Fig. 1: run 1, layout detail
Region (20, 22) to (60, 62) µm. Cells in grey, sequential cells in the stronger grey; small squares are vias.
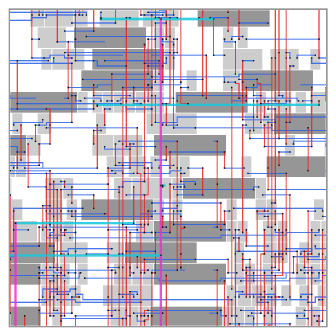
Fig. 2: run 1, clock wires, drivers and flops
The bar under the picture is 20 µm long.
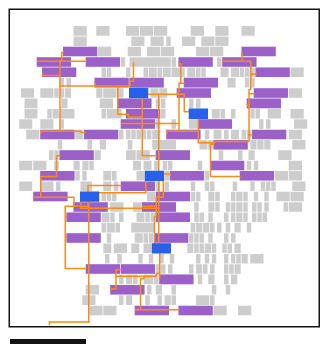
Fig. 3: run 1, wiring heat map
The bar under the picture is 20 µm long. The die is cut into 16 by 17 equal tiles; white is low, dark blue is high, scaled to the fullest tile. Values are wire area over tile area, all layers added.
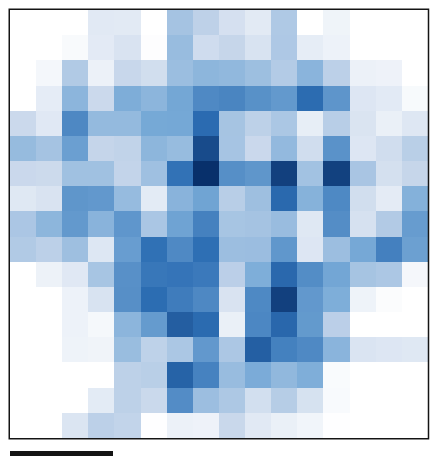
$ cat src/rtl/alu4_pkg.sv
// Shared definitions for the 4-bit ALU execution controller: instruction
// field layout, flag bit positions and FSM state encoding.
package alu4_pkg;

  localparam int INSTR_W     = 16;
  localparam int OP_LSB      = 0;
  localparam int OP_W        = 4;
  localparam int DST_LSB     = 4;
  localparam int SRCA_LSB    = 6;
  localparam int SRCB_LSB    = 8;
  localparam int SEL_W       = 2;
  localparam int IMM_LSB     = 10;
  localparam int IMM_W       = 4;
  localparam int USE_IMM_BIT = 14;
  localparam int WB_EN_BIT   = 15;

  localparam int FLAGS_W = 4;
  localparam int FLAG_C  = 0;
  localparam int FLAG_RC = 1;
  localparam int FLAG_V  = 2;
  localparam int FLAG_Z  = 3;

  typedef enum logic [1:0] {
    ST_IDLE = 2'd0,
    ST_EXEC = 2'd1,
    ST_RESP = 2'd2
  } state_t;

endpackage

$ cat src/rtl/alu4_regfile.sv
// Small register file: two asynchronous read ports, one synchronous write
// port, every entry cleared by the asynchronous reset.
module alu4_regfile #(
  parameter int WIDTH = 4,
  parameter int NREG  = 4,
  parameter int AW    = $clog2(NREG)
) (
  input  logic             clk,
  input  logic             rst,
  input  logic             we,
  input  logic [AW-1:0]    waddr,
  input  logic [WIDTH-1:0] wdata,
  input  logic [AW-1:0]    raddr_a,
  output logic [WIDTH-1:0] rdata_a,
  input  logic [AW-1:0]    raddr_b,
  output logic [WIDTH-1:0] rdata_b
);

  logic [WIDTH-1:0] regs_q [NREG];

  always_ff @(posedge clk or posedge rst) begin
    if (rst) begin
      for (int i = 0; i < NREG; i++) begin
        regs_q[i] <= '0;
      end
    end else if (we) begin
      regs_q[waddr] <= wdata;
    end
  end

  assign rdata_a = regs_q[raddr_a];
  assign rdata_b = regs_q[raddr_b];

endmodule

$ cat src/rtl/alu4_exec_ctrl.sv
// Sequencing/writeback stage around an external 4-bit combinational ALU:
// accept instruction, drive registered operands, capture result and flags.
module alu4_exec_ctrl
  import alu4_pkg::*;
#(
  parameter int WIDTH = 4,
  parameter int NREG  = 4
) (
  input  logic               clk,
  input  logic               rst,
  input  logic               in_valid,
  output logic               in_ready,
  input  logic [INSTR_W-1:0] in_instr,
  output logic [WIDTH-1:0]   alu_a,
  output logic [WIDTH-1:0]   alu_b,
  output logic [OP_W-1:0]    alu_op,
  output logic               alu_cin,
  output logic               alu_rcin,
  input  logic [WIDTH-1:0]   alu_y,
  input  logic               alu_co,
  input  logic               alu_rco,
  input  logic               alu_v,
  input  logic               alu_z,
  output logic               out_valid,
  input  logic               out_ready,
  output logic [WIDTH-1:0]   out_data,
  output logic [FLAGS_W-1:0] out_flags,
  output logic [FLAGS_W-1:0] flags,
  output logic [1:0]         dbg_state
);

  localparam int AW = $clog2(NREG);

  state_t             state_q, state_d;
  logic               live_q;
  logic [AW-1:0]      dst_q;
  logic               wb_en_q;
  logic [WIDTH-1:0]   alu_a_q, alu_b_q;
  logic [OP_W-1:0]    alu_op_q;
  logic               alu_cin_q, alu_rcin_q;
  logic [FLAGS_W-1:0] flags_q, out_flags_q;
  logic [WIDTH-1:0]   out_data_q;
  logic [WIDTH-1:0]   rd_a, rd_b;
  logic [FLAGS_W-1:0] new_flags;
  logic               rf_we, accept;

  // Handshakes: a transfer happens on a rising edge where valid && ready.
  // in_ready is high only in IDLE (and not before the first edge after reset);
  // out_valid is high only in RESP and the result holds until out_ready.
  assign accept    = in_valid & in_ready;
  assign new_flags = {alu_z, alu_v, alu_rco, alu_co};

  alu4_regfile #(.WIDTH(WIDTH), .NREG(NREG), .AW(AW)) u_regfile (
    .clk     (clk),
    .rst     (rst),
    .we      (rf_we),
    .waddr   (dst_q),
    .wdata   (alu_y),
    .raddr_a (in_instr[SRCA_LSB +: SEL_W]),
    .rdata_a (rd_a),
    .raddr_b (in_instr[SRCB_LSB +: SEL_W]),
    .rdata_b (rd_b)
  );

  always_ff @(posedge clk or posedge rst) begin
    if (rst) state_q <= ST_IDLE;
    else     state_q <= state_d;
  end

  always_comb begin
    state_d = state_q;
    unique case (state_q)
      ST_IDLE: if (accept) state_d = ST_EXEC;
      ST_EXEC: state_d = ST_RESP;
      ST_RESP: if (out_ready) state_d = ST_IDLE;
      default: state_d = ST_IDLE;
    endcase
  end

  always_comb begin
    in_ready  = 1'b0;
    out_valid = 1'b0;
    rf_we     = 1'b0;
    unique case (state_q)
      ST_IDLE: in_ready  = live_q;
      ST_EXEC: rf_we     = wb_en_q;
      ST_RESP: out_valid = 1'b1;
      default: ;
    endcase
  end

  // Operands are read at accept, so a write to the same entry in EXEC
  // never feeds back into the instruction that produced it.
  always_ff @(posedge clk or posedge rst) begin
    if (rst) begin
      live_q      <= 1'b0;
      dst_q       <= '0;
      wb_en_q     <= 1'b0;
      alu_a_q     <= '0;
      alu_b_q     <= '0;
      alu_op_q    <= '0;
      alu_cin_q   <= 1'b0;
      alu_rcin_q  <= 1'b0;
      flags_q     <= '0;
      out_data_q  <= '0;
      out_flags_q <= '0;
    end else begin
      live_q <= 1'b1;
      if (accept) begin
        dst_q      <= in_instr[DST_LSB +: SEL_W];
        wb_en_q    <= in_instr[WB_EN_BIT];
        alu_op_q   <= in_instr[OP_LSB +: OP_W];
        alu_a_q    <= rd_a;
        alu_b_q    <= in_instr[USE_IMM_BIT] ? WIDTH'(in_instr[IMM_LSB +: IMM_W]) : rd_b;
        alu_cin_q  <= flags_q[FLAG_C];
        alu_rcin_q <= flags_q[FLAG_RC];
      end
      if (state_q == ST_EXEC) begin
        flags_q     <= new_flags;
        out_data_q  <= alu_y;
        out_flags_q <= new_flags;
      end
    end
  end

  assign alu_a     = alu_a_q;
  assign alu_b     = alu_b_q;
  assign alu_op    = alu_op_q;
  assign alu_cin   = alu_cin_q;
  assign alu_rcin  = alu_rcin_q;
  assign out_data  = out_data_q;
  assign out_flags = out_flags_q;
  assign flags     = flags_q;
  assign dbg_state = state_q;

endmodule

$ cat config.mk
export PLATFORM = sky130hd
export DESIGN_NAME = alu4_exec_ctrl
export DESIGN_NICKNAME = d
export VERILOG_FILES = /design/src/rtl/alu4_pkg.sv /design/src/rtl/alu4_regfile.sv /design/src/rtl/alu4_exec_ctrl.sv
export SDC_FILE = /design/constraint.sdc
export NUM_CORES = 1
export LEC_CHECK = 0
export ABC_AREA = 1
export CORE_AREA = 2 2 79 81
export DETAILED_ROUTE_END_ITERATION = 12
export DIE_AREA = 0 0 81 83
export PLACE_DENSITY = 0.66
export SYNTH_ARGS = -nofsm -noshare
export SYNTH_HDL_FRONTEND = slang
export SYNTH_HIERARCHICAL = 1
export SYNTH_SLANG_ARGS = --single-unit
$ cat constraint.sdc
create_clock -name clk -period 3.4 [get_ports clk]
set_input_delay 0.51 -clock clk [delete_from_list [all_inputs] [get_ports clk]]
set_output_delay 0.51 -clock clk [all_outputs]
set_load 0.02 [all_outputs]
==> impl_metrics.toml, run 1 <==
# synthesis and place-and-route metrics
[pwr]
power.clock.fraction = 0.200
static-leakage-power_nw = 1.52
p_comb_frac = 0.388
sequentialPowerShare = 0.412
power.net_switching_mw = 0.784
power.ir.vdd_worst_uv = 301
netSwitchingFraction = 0.380
internal-power_mw = 1.28
totalPowerFinal_mw = 2.06
power_density_nw_per_um2 = 700

[job]
log.warning_count = 26
max_cap_violations = 0

[clock_tree]
htree_num_levels = 2
post_cts_buffers = 0
post_cts.resized_instances = 0
tritoncts = "yes"
ctsRootBufferMaster = "sky130_fd_sc_hd__clkbuf_8"
clk_pin_slew_ns = 0.09
cts_inserted_buffers = 5
numClockSinks = 44
cts_hold_fix_bufs = 0
clock_path_buffers = 2

[global_routing]
via_count_of_the_first_global_routing_pass = 1897
grt.met1_usage = 0.219
grtUsageMet2 = 0.270
grt_remaining_overflow = 0
grtUsageTotal = 0.165
grt_util_met3 = 0.0315
top_usage_layer = "met2"
grt_antenna_before_repair = 0
grt_max_degree = 29
wire_length_of_the_first_global_routing_pass_um = 8780

[sta]
max_slew.worst_pin.slew_ns = 1.06
timing.final.crit_share = 0.745
finalWorstPathRequiredPeriod_ns = 2.53
setup_viol = 0
setup-tns-final_ns = 0
fmaxAchievable_mhz = 395
hold_violations = 0
grt_setup_unrepaired = "no"
drv_slew = 0
slew-limit-headroom = 0.293
fin_worst_hold_slack_ns = 0.482

[synthesis]
synthesis.instances = 295
post_synth_fa_ha_maj_area_fraction = 0
fp_nets = 323
post_synth_and_or_nand_nor_area_fraction = 0.394
xor_xnor_share_of_the_synthesized_area = 0
async_flop_share = 1.00
yosys_stat_area_um2 = 2260
yosys.area.top_type_share = 0.487
synth.avg_cell_area_um2 = 7.67
post_synth_main_area_contributors = "sky130_fd_sc_hd__dfrtp_1, sky130_fd_sc_hd__nand2_1, sky130_fd_sc_hd__nand4_1"
synthTopLogicFamily = "simple AND/OR/NAND/NOR gates"
ys_sh_mux = 0
synthTopCellsByCount = "sky130_fd_sc_hd__nand2_1, sky130_fd_sc_hd__dfrtp_1, sky130_fd_sc_hd__inv_1, sky130_fd_sc_hd__nand3_1, sky130_fd_sc_hd__nand4_1"
synth_seq_share = 0.487
postSynthRegisterBits = 44
ys_cells = 295
synthesis.yosys.warnings = 6
synthesis.area_um2 = 2260
synth.largest_area_cell = "sky130_fd_sc_hd__dfrtp_1"
synth.cellmix.compoundShare = 0.0111
synth.distinct_cells = 17
postSynth.topFlopCell = "sky130_fd_sc_hd__dfrtp_1"
synth_dominant_cell_count = "sky130_fd_sc_hd__nand2_1"
enable_flop_cells = 0

[die]
die_area_um2 = 6720
std_cell_rows = 28
fp_util = 0.389
core_area_um2 = 5820
ports_placed_on_the_boundary = 58
die_span_in_x_um = 81
die_h_um = 83

[place]
hpwl_um = 3910
port_buffers = 57
gp_congestion = 0.786
dpl-instance-area_um2 = 2830

[route]
wl_met3_um = 230
detail_route.first_pass.iterations = 4
topRoutingLayerUsed = "met4"
remaining_drc_errors = 0
avgRoutedWirePerCell_um = 12.5
via_per_inst = 4.74
route.met2.wl_um = 2510
drt-total-wl_um = 5240
via_count = 1990
first_iter_violations = 120
routedLengthMet1_um = 2420
antenna_left = 0

[setup_path]
worstSetupPathType = "flop to output port"
nature_of_the_critical_path_endpoint = "output port"
cp_data_arrival_time_ns = 2.02
timing.critical_path.required_ns = 2.89
crit_path_launch_type = "flop"
timing.critical_path.fanout_max = 11

[layout]
ff_latch_area_um2 = 1100
fill_count = 602
area.combinational_um2 = 921
drive_gt1_frac = 0.0580
layout-area-overhead-vs-synth_pct = 30.2
postLayoutCellArea_um2 = 2950
insertedDiodeCount = 0
num-nets-final = 372

[hold_path]
min-delay-path-class = "flop to flop"

[outcome]
outcome = "finished, final reports clean"
## Picture notes: Fig. 1
metal 4: drawn in magenta. metal 3: drawn in cyan. metal 1: drawn in blue. metal 2: drawn in red.
130 logic cells have their middle in the window. Sequential cells in the window: 17. Most frequent: nand2_1 (54), dfrtp_1 (17). Netlist names of flops here include `u_regfile/regs_q` (8), `alu_a` (4), `dst_q` (2).

## Picture notes: Fig. 2
clock wires: drawn in orange, length 542 µm. clock drivers: drawn in blue, count 5. flip-flops: drawn in purple, count 44.
There are 6 routed clock nets.
P_clk: 0.412 mW
worst clock skew: 0.0107 ns
source-to-sink clock delay at the later pin of the worst-skew pair: 0.30 ns

## Picture notes: Fig. 3
24% of the tiles are over half the peak. The mean over all tiles is 0.12. The emptiest ninth of the die: south-west.

-- run 1: power by group through the flow --
stage	Sequential (mW)	Clock, mW	Combinational [mW]
2_1_floorplan	0.929	0	0.405
3_3_place_gp	0.854	0	0.794
3_5_place_dp	0.858	0	0.806
4_1_cts	0.849	0.423	0.810
5_1_grt	0.875	0.443	0.895
6_report	0.850	0.412	0.800
-- run 1: final timing paths --
path / slack (ns) / cells after the start / from / end
setup / recovery: 0.87 / 4 / dbg_state[1]$_DFFE_PP0P_ / in_ready
hold / removal: 0.48 / 2 / u_regfile/regs_q[10]$_DFFE_PP0P_ / u_regfile/regs_q[10]$_DFFE_PP0P_
setup reg to reg: 1.64 / 7 / dbg_state[1]$_DFFE_PP0P_ / u_regfile/regs_q[0]$_DFFE_PP0P_
hold reg to reg: 0.48 / 2 / u_regfile/regs_q[10]$_DFFE_PP0P_ / u_regfile/regs_q[10]$_DFFE_PP0P_
max in group asynchronous: 1.96 / 2 / rst / out_data[0]$_DFFE_PP0N_
min in group asynchronous: 0.60 / 2 / rst / u_regfile/regs_q[9]$_DFFE_PP0P_
-- run 1: cell families (layout without fill, tap and decap cells) --
| kind of cell | after synthesis | count (layout) |
|---|---|---|
| and+or+nand+nor | 194 | 194 |
| buffers and inverters | 51 | 101 |
| DFF | 44 | 44 |
| AOI/OAI and AO/OA | 5 | 5 |
| other | 1 | 1 |
-- run 1: area by class of cell --
type | count | share of cell area
multi-input combinational | 200 | 0.313
sequential | 44 | 0.374
timing repair buffer | 58 | 0.196
clock buffer | 5 | 0.0234
clock inverter | 3 | 0.0157
tap | 75 | 0.0319
inverter | 35 | 0.0463
-- run 1: state kept, by name, summed over array words and instances, names as in the netlist, 2 cells and up --
name,cells
dst_q,2
alu_b,4
u_regfile/regs_q,16
alu_op,4
alu_a,4
dbg_state,2
out_flags,4
out_data,4
-- run 1: cells in the final DEF, fill, tap and decap left out, types with 2 or more instances in the layout --
cell / count
sky130_fd_sc_hd__nand2_1: 131
sky130_fd_sc_hd__clkdlybuf4s50_1: 57
sky130_fd_sc_hd__dfrtp_1: 44
sky130_fd_sc_hd__inv_1: 33
sky130_fd_sc_hd__nand3_1: 28
sky130_fd_sc_hd__nand4_1: 25
sky130_fd_sc_hd__o21ai_1: 5
sky130_fd_sc_hd__clkbuf_8: 5
sky130_fd_sc_hd__nand3_2: 3
sky130_fd_sc_hd__nor2_4: 2
sky130_fd_sc_hd__nand3_4: 2
sky130_fd_sc_hd__inv_4: 2
-- run 1: per-stage QoR --
| step | utilization | cells | setup slack (ns) |
|---|---|---|---|
| CTS | 0.506 | 420 | 0.855 |
| floorplan | - | 295 | 1.83 |
| global placement | 0.487 | 412 | 1.26 |
| finish | 0.506 | 420 | 0.867 |
| global route | 0.506 | 420 | 0.764 |
| detailed placement | 0.487 | 412 | 1.19 |
-- run 1: critical path, cell delays in order (launching register included) --
cell                              delay (ns)
sky130_fd_sc_hd__dfrtp_1                0.43
sky130_fd_sc_hd__inv_1                  0.31
sky130_fd_sc_hd__nand2_1                0.15
sky130_fd_sc_hd__nor2_2                 0.19
sky130_fd_sc_hd__clkdlybuf4s50_1        0.64
==> run 1 -> run 2 <==
--- a/config.mk
+++ b/config.mk
@@ -9,7 +9,7 @@
 export CORE_AREA = 2 2 79 81
 export DETAILED_ROUTE_END_ITERATION = 12
 export DIE_AREA = 0 0 81 83
-export PLACE_DENSITY = 0.66
+export PLACE_DENSITY = 0.68
 export SYNTH_ARGS = -nofsm -noshare
 export SYNTH_HDL_FRONTEND = slang
 export SYNTH_HIERARCHICAL = 1
==> constraint.sdc (replaced) <==
create_clock -name clk -period 2.15 [get_ports clk]
set_input_delay 0.3225 -clock clk [delete_from_list [all_inputs] [get_ports clk]]
set_output_delay 0.3225 -clock clk [all_outputs]
set_load 0.02 [all_outputs]
Fig. 4: run 2, clock wires, drivers and flops
The bar under the picture is 20 µm long.
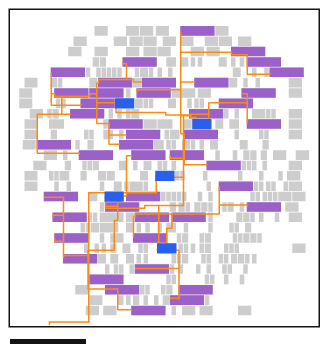
flip-flops: drawn in purple, count 44. clock wires: drawn in orange, length 588 µm. clock drivers: drawn in blue, count 5.
There are 6 routed clock nets.

==> impl_metrics.toml, run 2 <==
# synthesis and place-and-route metrics
[synthesis]
post_synth_fa_ha_maj_area_fraction = 0
synthesis.instances = 295
synth_seq_share = 0.487
xor_xnor_share_of_the_synthesized_area = 0
synth.distinct_cells = 17
synthTopCellsByCount = "sky130_fd_sc_hd__nand2_1, sky130_fd_sc_hd__dfrtp_1, sky130_fd_sc_hd__inv_1, sky130_fd_sc_hd__nand3_1, sky130_fd_sc_hd__nand4_1"
synth.cellmix.compoundShare = 0.0111
enable_flop_cells = 0
synthesis.area_um2 = 2260
synth.avg_cell_area_um2 = 7.67
synthesis.yosys.warnings = 6
synth.largest_area_cell = "sky130_fd_sc_hd__dfrtp_1"
yosys.area.top_type_share = 0.487
fp_nets = 323
synth_dominant_cell_count = "sky130_fd_sc_hd__nand2_1"
yosys_stat_area_um2 = 2260
post_synth_and_or_nand_nor_area_fraction = 0.394

[clock_tree]
post_cts_buffers = 0
ctsRootBufferMaster = "sky130_fd_sc_hd__clkbuf_8"
worst_skew_pair.late_latency_ns = 0.30
clock_path_buffers = 2

[global_routing]
grtUsageTotal = 0.175
grt_remaining_overflow = 0
via_count_of_the_first_global_routing_pass = 2011
grt_max_degree = 29

[layout]
drive_gt1_frac = 0.0688
postLayoutCellArea_um2 = 2950
final_common_cell = "sky130_fd_sc_hd__nand2_1"
top_logic_cells_by_instance_count_in_the_layout = "sky130_fd_sc_hd__nand2_1, sky130_fd_sc_hd__clkdlybuf4s50_1, sky130_fd_sc_hd__dfrtp_1, sky130_fd_sc_hd__inv_1, sky130_fd_sc_hd__nand3_1"
finish.utilization = 0.507
largest_register_ff_count = 16
layout-area-overhead-vs-synth_pct = 30.4
max_flop_register = "u_regfile/regs_q"

[setup_path]
timing.critical_path.fanout_max = 5
length_in_cells_of_the_worst_reg_to_reg_path = 8
cp_data_arrival_time_ns = 1.67
nature_of_the_critical_path_endpoint = "output port"
r2r_end = "u_regfile/regs_q[3]$_DFFE_PP0P_"
r2r_setup_slack_ns = 0.54
crit_path_launch_type = "flop"
crit_path_max_incr_delay_ns = 0.63
critical_register_to_register_path_startpoint = "dbg_state[1]$_DFFE_PP0P_"
critical_path_cell_count = 4
worstSetupPathType = "flop to output port"

[pwr]
power.ir.vdd_worst_uv = 568
static-leakage-power_nw = 1.53
power_density_nw_per_um2 = 1070

[die]
fp_util = 0.389
ports_placed_on_the_boundary = 58
die_h_um = 83
die_span_in_x_um = 81

[route]
first_iter_violations = 127
avgRoutedWirePerCell_um = 12.9
drt-total-wl_um = 5490
antenna_left = 0
via_per_inst = 4.76

[sta]
timing.final.crit_share = 0.927
hold_violations = 0
worst_clock_skew_ns = 0.00746
grt_setup_unrepaired = "no"
drv_slew = 0
fin_worst_hold_slack_ns = 0.413

[outcome]
outcome = "finished, final reports clean"

[job]
max_cap_violations = 0
log.warning_count = 26

[place]
port_buffers = 57
hpwl_um = 4090
gp_congestion = 0.791
Fig. 5: run 2, clock routing
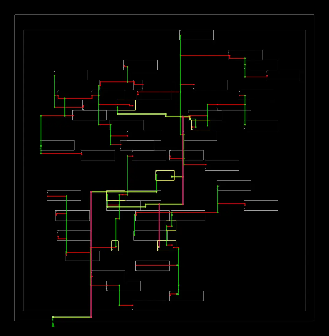
P_clk: 0.510 mW
flop count: 44
clock buf count: 5
number of buffers inserted during clock tree synthesis: 5
clk sinks: 44

==> run 2: cell counts after synthesis <==
No cell type changed its count.
==> run 2: layout make-up <==
class	count	area, µm²
clock buffer	5	68.8
clock inverter	2	12.5
fill	605	2870
inverter	35	136
multi-input combinational	200	921
sequential	44	1100
tap	75	93.8
timing repair buffer	63	616
==> run 2: power by group <==
| part | leakage, nW | internal [mW] | switching [mW] |
|---|---|---|---|
| logic | 0.967 | 0.557 | 0.752 |
| registers | 0.518 | 1.12 | 0.202 |
| clock network | 0.0400 | 0.220 | 0.289 |
| total | 1.53 | 1.90 | 1.24 |
==> run 2: worst max-delay path by stage <==
stage	endpoint	slack [ns]	start
floorplan	u_regfile/regs_q[11]$_DFFE_PP0P_	0.58	dbg_state[1]$_DFFE_PP0P_
global placement	alu_b[1]$_DFFE_PP0P_	0.49	in_instr[8]
detailed placement	alu_b[1]$_DFFE_PP0P_	0.45	in_instr[8]
CTS	in_ready	0.15	dbg_state[1]$_DFFE_PP0P_
global route	in_ready	0.07	dbg_state[1]$_DFFE_PP0P_
finish	in_ready	0.16	dbg_state[1]$_DFFE_PP0P_
==> run 2: cells by family after synthesis <==
logic type | Yosys count
buf+inv | 51
other cells | 1
simple gates | 194
flops | 44
compound gates | 5
==> run 2: metrics by stage <==
step	power [mW]	cells	worst slack, ns
after floorplan	2.11	295	0.580
after CTS	3.17	424	0.150
after detailed placement	2.66	417	0.448
after global placement	2.64	417	0.488
final	3.14	424	0.157
after global routing	3.39	424	0.0673
==> run 2: routing by layer <==
metal  wire (µm)  vias to the layer above  global-route usage  share of wire
met3         322                        7              0.0413          0.059
met1        2560                      927               0.230           0.47
met4          69                        0              0.0539          0.013
li1            -                     1034                   -              -
met2        2540                       51               0.282           0.46
met5           0                        -                   0              0
==> run 2: worst min-delay path, cell delays in order <==
cell and delay (ns):
sky130_fd_sc_hd__clkdlybuf4s50_1 0.42, sky130_fd_sc_hd__inv_1 0.06, sky130_fd_sc_hd__buf_4 0.33
==> run 2 -> run 3 <==
--- a/config.mk
+++ b/config.mk
@@ -6,10 +6,9 @@
 export NUM_CORES = 1
 export LEC_CHECK = 0
 export ABC_AREA = 1
-export CORE_AREA = 2 2 79 81
+export CORE_AREA = 2 2 86 88
 export DETAILED_ROUTE_END_ITERATION = 12
-export DIE_AREA = 0 0 81 83
-export PLACE_DENSITY = 0.68
+export DIE_AREA = 0 0 88 90
 export SYNTH_ARGS = -nofsm -noshare
 export SYNTH_HDL_FRONTEND = slang
 export SYNTH_HIERARCHICAL = 1
Fig. 6: run 3, layout detail
Region (24, 25) to (64, 65) µm. Cells in grey, sequential cells in the stronger grey; small squares are vias.
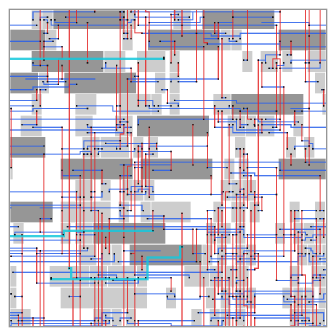
metal 1: drawn in blue. metal 3: drawn in cyan. metal 2: drawn in red.
Netlist names of flops here include `u_regfile/regs_q` (6), `alu_a` (4), `dbg_state` (2). 124 logic cells have their middle in the window. Most frequent: nand2_1 (54), inv_1 (17), dfrtp_1 (14). Sequential cells in the window: 14.

==> impl_metrics.toml, run 3 <==
# synthesis and place-and-route metrics
[global_routing]
grt_antenna_before_repair = 0
grt_remaining_overflow = 0
wire_length_of_the_first_global_routing_pass_um = 9470
grt_max_degree = 29

[sta]
setup_viol = 0
finalWorstPathRequiredPeriod_ns = 2.00
fmaxAchievable_mhz = 499
timing.final.crit_share = 0.932
max_slew.worst_pin.slew_ns = 0.619
setup-tns-final_ns = 0
drv_slew = 0
grt_setup_unrepaired = "no"
worst_clock_skew_ns = 0.0101
post_route_setup_slack_ns = 0.146

[synthesis]
synth.avg_cell_area_um2 = 7.67
synth.distinct_cells = 17
synth_dominant_cell_count = "sky130_fd_sc_hd__nand2_1"
synthesis.yosys.warnings = 6
post_synth_and_or_nand_nor_area_fraction = 0.394
post_synth_fa_ha_maj_area_fraction = 0
post_synth_main_area_contributors = "sky130_fd_sc_hd__dfrtp_1, sky130_fd_sc_hd__nand2_1, sky130_fd_sc_hd__nand4_1"
xor_xnor_share_of_the_synthesized_area = 0
synthTopCellsByCount = "sky130_fd_sc_hd__nand2_1, sky130_fd_sc_hd__dfrtp_1, sky130_fd_sc_hd__inv_1, sky130_fd_sc_hd__nand3_1, sky130_fd_sc_hd__nand4_1"
synth.largest_area_cell = "sky130_fd_sc_hd__dfrtp_1"
synthesis.area_um2 = 2260
enable_flop_cells = 0
yosys_stat_area_um2 = 2260
postSynthRegisterBits = 44
synthesis.instances = 295
synth_seq_share = 0.487
synth.cellmix.compoundShare = 0.0111
synthTopLogicFamily = "simple AND/OR/NAND/NOR gates"

[pwr]
static-leakage-power_nw = 1.55
power.ir.vdd_worst_uv = 469
power_density_nw_per_um2 = 1100

[job]
max_cap_violations = 0
log.warning_count = 26

[die]
std_cell_rows = 31
fp_util = 0.322
die_h_um = 90
ports_placed_on_the_boundary = 58
die_span_in_x_um = 88
die_area_um2 = 7920

[layout]
finish.utilization = 0.430
largest_register_ff_count = 16
max_flop_register = "u_regfile/regs_q"
final_common_cell = "sky130_fd_sc_hd__nand2_1"
insertedDiodeCount = 0
top_logic_cells_by_instance_count_in_the_layout = "sky130_fd_sc_hd__nand2_1, sky130_fd_sc_hd__clkdlybuf4s50_1, sky130_fd_sc_hd__dfrtp_1, sky130_fd_sc_hd__inv_1, sky130_fd_sc_hd__nand3_1"
layout-area-overhead-vs-synth_pct = 33.5

[place]
hpwl_um = 4130
pre_cts_setup_slack_ns = 0.417
port_buffers = 57
gp_congestion = 0.803

[hold_path]
min-delay-path-class = "primary input to asynchronous set/reset pin"

[clock_tree]
post_cts.resized_instances = 0
cts_inserted_buffers = 5
tritoncts = "yes"
cts_hold_fix_bufs = 0
clock_path_buffers = 2
htree_num_levels = 2

[route]
detail_route.first_pass.iterations = 6
remaining_drc_errors = 0
via_per_inst = 4.51
first_iter_violations = 79
antenna_left = 0

[setup_path]
timing.critical_path.fanout_max = 5
worstSetupPathType = "flop to output port"
nature_of_the_critical_path_endpoint = "output port"
crit_path_launch_type = "flop"
cp_data_arrival_time_ns = 1.68

[outcome]
outcome = "finished, final reports clean"
Fig. 7: run 3, wiring heat map
The bar under the picture is 20 µm long. The die is cut into 18 by 18 equal tiles; white is low, dark blue is high, scaled to the fullest tile. Values are wire area over tile area, all layers added.
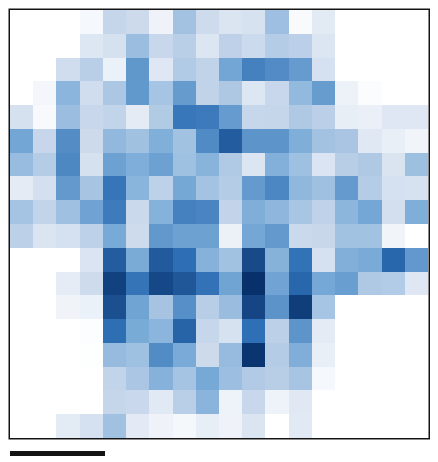
The densest ninth of the die: centre. The emptiest ninth of the die: south-east. 24% of the tiles are nearly empty. The fullest tile reaches 0.38. 21% of the tiles are over half the peak. The mean over all tiles is 0.11.
via count: 2,027
total length of routed wires: 5550 µm
All-Layer GR Usage: 0.151
routed wirelength normalized by instance count: 12.4 µm

## run 3: cells by family (layout without fill, tap and decap cells)
| kind of cell | count (synthesis) | count (layout) |
|---|---|---|
| buffers and inverters | 51 | 106 |
| other | 1 | 1 |
| flip-flops | 44 | 44 |
| AND-OR/OR-AND | 5 | 5 |
| AND/OR/NAND/NOR | 194 | 194 |
## run 3: path summary, 6_finish.rpt
check / start / end / slack, ns / cells after the start
worst max-delay path: dbg_state[1]$_DFFE_PP0P_ / in_ready / 0.15 / 4
worst min-delay path: rst / out_data[0]$_DFFE_PP0N_ / 0.40 / 3
worst max register to register: dbg_state[1]$_DFFE_PP0P_ / u_regfile/regs_q[3]$_DFFE_PP0P_ / 0.51 / 8
worst min register to register: alu_rcin$_DFFE_PP0P_ / alu_rcin$_DFFE_PP0P_ / 0.48 / 2
max in group asynchronous: rst / u_regfile/regs_q[1]$_DFFE_PP0P_ / 1.33 / 2
min in group clk: alu_rcin$_DFFE_PP0P_ / alu_rcin$_DFFE_PP0P_ / 0.48 / 2
## run 3: cell type report
type / instances / area, µm²
inverter: 35 / 136
clock inverter: 2 / 38.8
clock buffer: 6 / 82.6
tap: 99 / 124
fill: 731 / 4000
multi-input combinational: 200 / 921
timing repair buffer: 63 / 616
sequential: 44 / 1100
## run 3: report_power, final
part           switching (mW)  internal, mW
Combinational           0.738         0.556
Sequential              0.202          1.12
Clock                   0.307         0.380
## run 3: stage by stage
step / hold slack (ns) / cells / power [mW] / instance area [µm²]
3_5_place_dp: 0.457 / 441 / 2.65 / 2900
5_1_grt: 0.458 / 449 / 3.56 / 3020
6_report: 0.404 / 449 / 3.31 / 3020
4_1_cts: 0.419 / 449 / 3.34 / 3020
2_1_floorplan: 0.236 / 295 / 2.11 / 2260
3_3_place_gp: 0.458 / 441 / 2.63 / 2900
## run 3: routing by layer
| metal | vias to the layer above | global-route usage | share of wire |
|---|---|---|---|
| met5 | - | 0 | 0 |
| met4 | 0 | 0.0500 | 0.0063 |
| met3 | 2 | 0.0340 | 0.043 |
| met2 | 33 | 0.237 | 0.48 |
| met1 | 955 | 0.203 | 0.47 |
| li1 | 1037 | - | - |
## run 3: worst max-delay path, cell delays in order, from the launching register on
cell	delay, ns
sky130_fd_sc_hd__dfrtp_1	0.42
sky130_fd_sc_hd__inv_1	0.09
sky130_fd_sc_hd__nand2_1	0.08
sky130_fd_sc_hd__nor2_2	0.16
sky130_fd_sc_hd__clkdlybuf4s50_1	0.63
Power and IR drop assume default switching activity.
